File: config.mk
export PLATFORM = sky130hd
export DESIGN_NAME = memory_arbiter_rr
export DESIGN_NICKNAME = d
export VERILOG_FILES = /design/src/rtl/memory_arbiter_rr.sv
export SDC_FILE = /design/constraint.sdc
export NUM_CORES = 1
export LEC_CHECK = 0
export CAP_MARGIN = 30
export CORE_AREA = 2 2 168 170
export CTS_CLUSTER_SIZE = 10
export DETAILED_ROUTE_END_ITERATION = 16
export DIE_AREA = 0 0 170 172
export SLEW_MARGIN = 5
export SYNTH_ARGS = -nofsm -noshare
export SYNTH_HDL_FRONTEND = slang
export SYNTH_SLANG_ARGS = --single-unit
export TNS_END_PERCENT = 1
File: constraint.sdc
create_clock -name CLK -period 2.8 [get_ports CLK]
set_clock_uncertainty 0.1 [all_clocks]
set_input_delay 0.56 -clock CLK [delete_from_list [all_inputs] [get_ports CLK]]
set_output_delay 0.56 -clock CLK [all_outputs]
set_load 0.01 [all_outputs]
File: src/rtl/memory_arbiter_rr.sv
// Round-robin arbiter that puts CPUS cores' instruction and data requests onto one RAM port.
// Data requests beat instruction requests, and the grant is held until the RAM reports ACCESS.
module memory_arbiter_rr #(
    parameter int unsigned CPUS = 2,
    parameter int unsigned AW   = 32,
    parameter int unsigned DW   = 32
) (
    input  logic                 CLK,
    input  logic                 RST,
    input  logic [CPUS-1:0]      iREN,
    input  logic [CPUS-1:0]      dREN,
    input  logic [CPUS-1:0]      dWEN,
    input  logic [CPUS*AW-1:0]   iaddr,
    input  logic [CPUS*AW-1:0]   daddr,
    input  logic [CPUS*DW-1:0]   dstore,
    output logic [CPUS-1:0]      iwait,
    output logic [CPUS-1:0]      dwait,
    output logic [CPUS*DW-1:0]   iload,
    output logic [CPUS*DW-1:0]   dload,
    input  logic [1:0]           ramstate,
    input  logic [DW-1:0]        ramload,
    output logic [AW-1:0]        ramaddr,
    output logic [DW-1:0]        ramstore,
    output logic                 ramREN,
    output logic                 ramWEN
);

    localparam int unsigned IW = (CPUS > 1) ? $clog2(CPUS) : 1;
    localparam logic [1:0] RamAccess = 2'b10;
    localparam logic [1:0] RamError  = 2'b11;

    typedef enum logic [1:0] {StIdle, StXfer, StRetry} state_t;

    state_t        state_q, state_d;
    logic [IW-1:0] owner_q, owner_d;
    logic          owner_data_q, owner_data_d;
    logic [IW-1:0] dptr_q, dptr_d, iptr_q, iptr_d;

    logic [CPUS-1:0] dreq;
    logic [AW-1:0]   own_daddr, own_iaddr;
    logic [DW-1:0]   own_dstore;
    logic            own_dren, own_dwen, own_iren;

    assign dreq       = dREN | dWEN;
    assign own_daddr  = daddr[owner_q*AW +: AW];
    assign own_iaddr  = iaddr[owner_q*AW +: AW];
    assign own_dstore = dstore[owner_q*DW +: DW];
    assign own_dren   = dREN[owner_q];
    assign own_dwen   = dWEN[owner_q];
    assign own_iren   = iREN[owner_q];

    function automatic logic [IW-1:0] next_idx(input logic [IW-1:0] c);
        return (c == IW'(CPUS - 1)) ? '0 : c + 1'b1;
    endfunction

    always_comb begin
        logic          found;
        logic          rd;
        logic [IW-1:0] cand;
        state_d      = state_q;
        owner_d      = owner_q;
        owner_data_d = owner_data_q;
        dptr_d       = dptr_q;
        iptr_d       = iptr_q;
        iwait        = '1;
        dwait        = '1;
        iload        = '0;
        dload        = '0;
        ramaddr      = '0;
        ramstore     = '0;
        ramREN       = 1'b0;
        ramWEN       = 1'b0;
        found        = 1'b0;
        rd           = 1'b0;
        cand         = '0;

        unique case (state_q)
            StIdle: begin
                // Cyclic scan from the class pointer; data class scanned first.
                if (|dreq) begin
                    cand = dptr_q;
                    for (int k = 0; k < int'(CPUS); k++) begin
                        if (!found && dreq[cand]) begin
                            found   = 1'b1;
                            owner_d = cand;
                        end
                        cand = next_idx(cand);
                    end
                    owner_data_d = 1'b1;
                end else if (|iREN) begin
                    cand = iptr_q;
                    for (int k = 0; k < int'(CPUS); k++) begin
                        if (!found && iREN[cand]) begin
                            found   = 1'b1;
                            owner_d = cand;
                        end
                        cand = next_idx(cand);
                    end
                    owner_data_d = 1'b0;
                end
                if (found) state_d = StXfer;
            end
            StXfer: begin
                if (owner_data_q) begin
                    ramaddr  = own_daddr;
                    ramstore = own_dstore;
                    ramWEN   = own_dwen;
                    rd       = own_dren & ~own_dwen;
                end else begin
                    ramaddr  = own_iaddr;
                    rd       = 1'b1;
                end
                ramREN = rd;
                if (owner_data_q ? !(own_dren | own_dwen) : !own_iren) begin
                    state_d = StIdle;
                end else if (ramstate == RamAccess) begin
                    state_d = StIdle;
                    if (owner_data_q) begin
                        dwait[owner_q] = 1'b0;
                        if (rd) dload[owner_q*DW +: DW] = ramload;
                        dptr_d = next_idx(owner_q);
                    end else begin
                        iwait[owner_q] = 1'b0;
                        iload[owner_q*DW +: DW] = ramload;
                        iptr_d = next_idx(owner_q);
                    end
                end else if (ramstate == RamError) begin
                    state_d = StRetry;
                end
            end
            StRetry: begin
                ramaddr  = owner_data_q ? own_daddr : own_iaddr;
                ramstore = owner_data_q ? own_dstore : '0;
                state_d  = StXfer;
            end
            default: state_d = StIdle;
        endcase

        // A transfer caught by reset must never signal completion.
        if (RST) begin
            iwait    = '1;
            dwait    = '1;
            iload    = '0;
            dload    = '0;
            ramaddr  = '0;
            ramstore = '0;
            ramREN   = 1'b0;
            ramWEN   = 1'b0;
        end
    end

    always_ff @(posedge CLK) begin
        if (RST) begin
            state_q      <= StIdle;
            owner_q      <= '0;
            owner_data_q <= 1'b0;
            dptr_q       <= '0;
            iptr_q       <= '0;
        end else begin
            state_q      <= state_d;
            owner_q      <= owner_d;
            owner_data_q <= owner_data_d;
            dptr_q       <= dptr_d;
            iptr_q       <= iptr_d;
        end
    end

endmodule

==> images/final_congestion.png <==
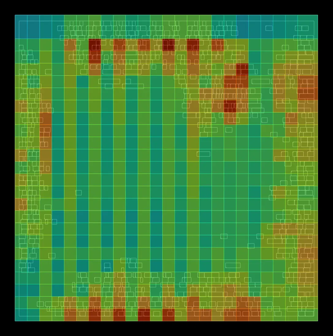
Final Util: 0.285
grt peak-use layer: met2
GR Util met1: 0.131
met2 Usage GRT: 0.214
WL/cell: 16.4 um

==> images/drive_strength.png <==
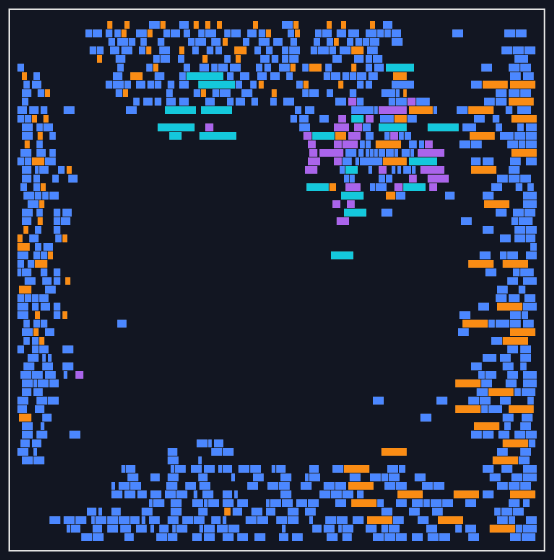
Key: purple = drive 3 to 4 [cells 32, share 4.0%]; blue = drive 1 or less [cells 641, share 81%]; cyan = drive 6 and up [cells 19, share 2.4%]; orange = drive 2 [cells 101, share 13%]

## final timing paths
path                start           to  depth (start not counted)
max               owner_q  ramaddr[22]                          4
min                iptr_q       iptr_q                          2
max reg2reg  owner_data_q   state_q[0]                          4
min reg2reg        iptr_q       iptr_q                          2
## layout by cell type, fill, tap and decap left out, drive strengths merged
cell type	Yosys	layout
a2111oi	1	1
a211oi	3	3
a21oi	3	3
a22oi	1	1
a311oi	1	1
a31oi	2	2
a32o	1	1
and2	128	128
and3	2	2
and4b	1	1
buf	11	60
bufbuf	0	4
clkbuf	21	26
clkdlybuf4s15	0	18
clkdlybuf4s50	0	238
dfxtp	6	6
diode	0	2
dlygate4sd2	0	103
dlymetal6s2s	0	20
ha	4	4
inv	9	9
mux2i	35	35
mux4	33	33
nand2	3	3
nand2b	3	3
nand3	2	2
nand3b	1	1
nor2	36	36
nor2b	34	34
nor3	4	4
nor3b	2	2
nor4	1	1
o21ai	2	2
o31ai	1	1
or2	3	3
or3	1	1
or4	1	1
## timing repair
action                                  in CTS  in global routing
buffers inserted                             6                  1
pin swaps                                    5                  1
gates resized                              280                 93
endpoints found under the setup margin     196                123
gates cloned                                 6                  0
## metrics by stage
step / util / instances
after global placement: 0.281 / 1122
after global routing: 0.284 / 1140
final: 0.285 / 1141
after detailed placement: 0.281 / 1122
after CTS: 0.288 / 1138
after floorplan: - / 356
## metal layers
layer / vias to the layer above / part of all wire
li1: 2095 / -
met1: 1984 / 0.39
met2: 245 / 0.51
met3: 13 / 0.093
met4: 2 / 0.011
met5: - / 0.00064
## area by class of cell
class | count | share of cell area
flip-flops and latches | 6 | 0.0162
multi-input cells | 309 | 0.339
well taps | 346 | 0.0554
clock buffers | 4 | 0.0101
diodes | 2 | 0.000640
repair buffers | 465 | 0.575
inverters | 9 | 0.00432
==> results.json <==
{
  "outcome": "finished, final reports clean",
  "clkSinkCount": 6,
  "postCtsHoldBufs": 0,
  "critPathSlowestCell": "clkdlybuf4s50_1",
  "synthAdderAreaFrac": 0.0176,
  "ys_chip_area_um2": 2850,
  "die_x_um": 170,
  "common_cells": "128 x and2_1, 36 x nor2_1, 35 x mux2i_1",
  "finalInstanceArea_um2": 7820,
  "avgSynthCellArea_um2": 8.00,
  "grt_use_met3": 0.0266,
  "worstPathMaxFanout": 64,
  "slowest_delay_ps": 510,
  "hold_path.class": "reg -> reg",
  "flop_cell": "dfxtp_1",
  "clkPwrFrac": 0.163,
  "simple_gate_area_frac": 0.457,
  "core_area_um2": 27500,
  "placed_area_um2": 7710,
  "port_buffers": 431,
  "vias": 4339,
  "grt_pass1_vias": 4364,
  "rrSetupSlack_ps": 1030,
  "via_per_inst": 3.80,
  "endpoint_kind": "output pin",
  "mux_share": 0.384,
  "dr.pass1.iters": 4,
  "synth_nets": 594,
  "cp_cell_sequence": "buf_16 -> mux4_2 -> nor2b_1 -> clkdlybuf4s50_1",
  "power.switching_mw": 0.489,
  "power_top_consumer": "combinational logic",
  "ir_worst_vdd_mv": 0.183,
  "largest-register": "state_q",
  "nNetsFinal": 1032,
  "cts-htree-levels": 1,
  "place_ws_ps": -499,
  "n_fill_cell": 2955,
  "yosysCellCount": 356,
  "gp_congestion": 0.763,
  "p_leak_nw": 3.77,
  "clkTransAtPathRegs_ps": 40,
  "xor_share": 0,
  "finalSetupViolCount": 0,
  "rows": 61,
  "grt_max_degree": 65,
  "logic_family": "simple AND/OR/NAND/NOR gates",
  "yosys_register_bits": 6,
  "crit_arrival_ps": 2120,
  "fp_util": 0.104,
  "cts_tree": "done",
  "yosysMostFrequentCell": "and2_1",
  "largest_reg_flops": 2,
  "max_freq_mhz": 360,
  "power.density_nw_per_um2": 191,
  "critPathKind": "reg -> out",
  "synth_top_cell_by_area": "and2_1",
  "place_hpwl_um": 14500,
  "critPathLaunchType": "register",
  "grt_first_pass_wirelength_um": 25800,
  "drc": 0,
  "clock_path_buffers": 2,
  "synthTopCellsByArea": "and2_1 28%, mux4_2 26%, mux2i_1 12%, nor2b_1 7.5%, nor2_1 4.7%",
  "async_flop_share": 0,
  "tightest_slew_ps": 517
}
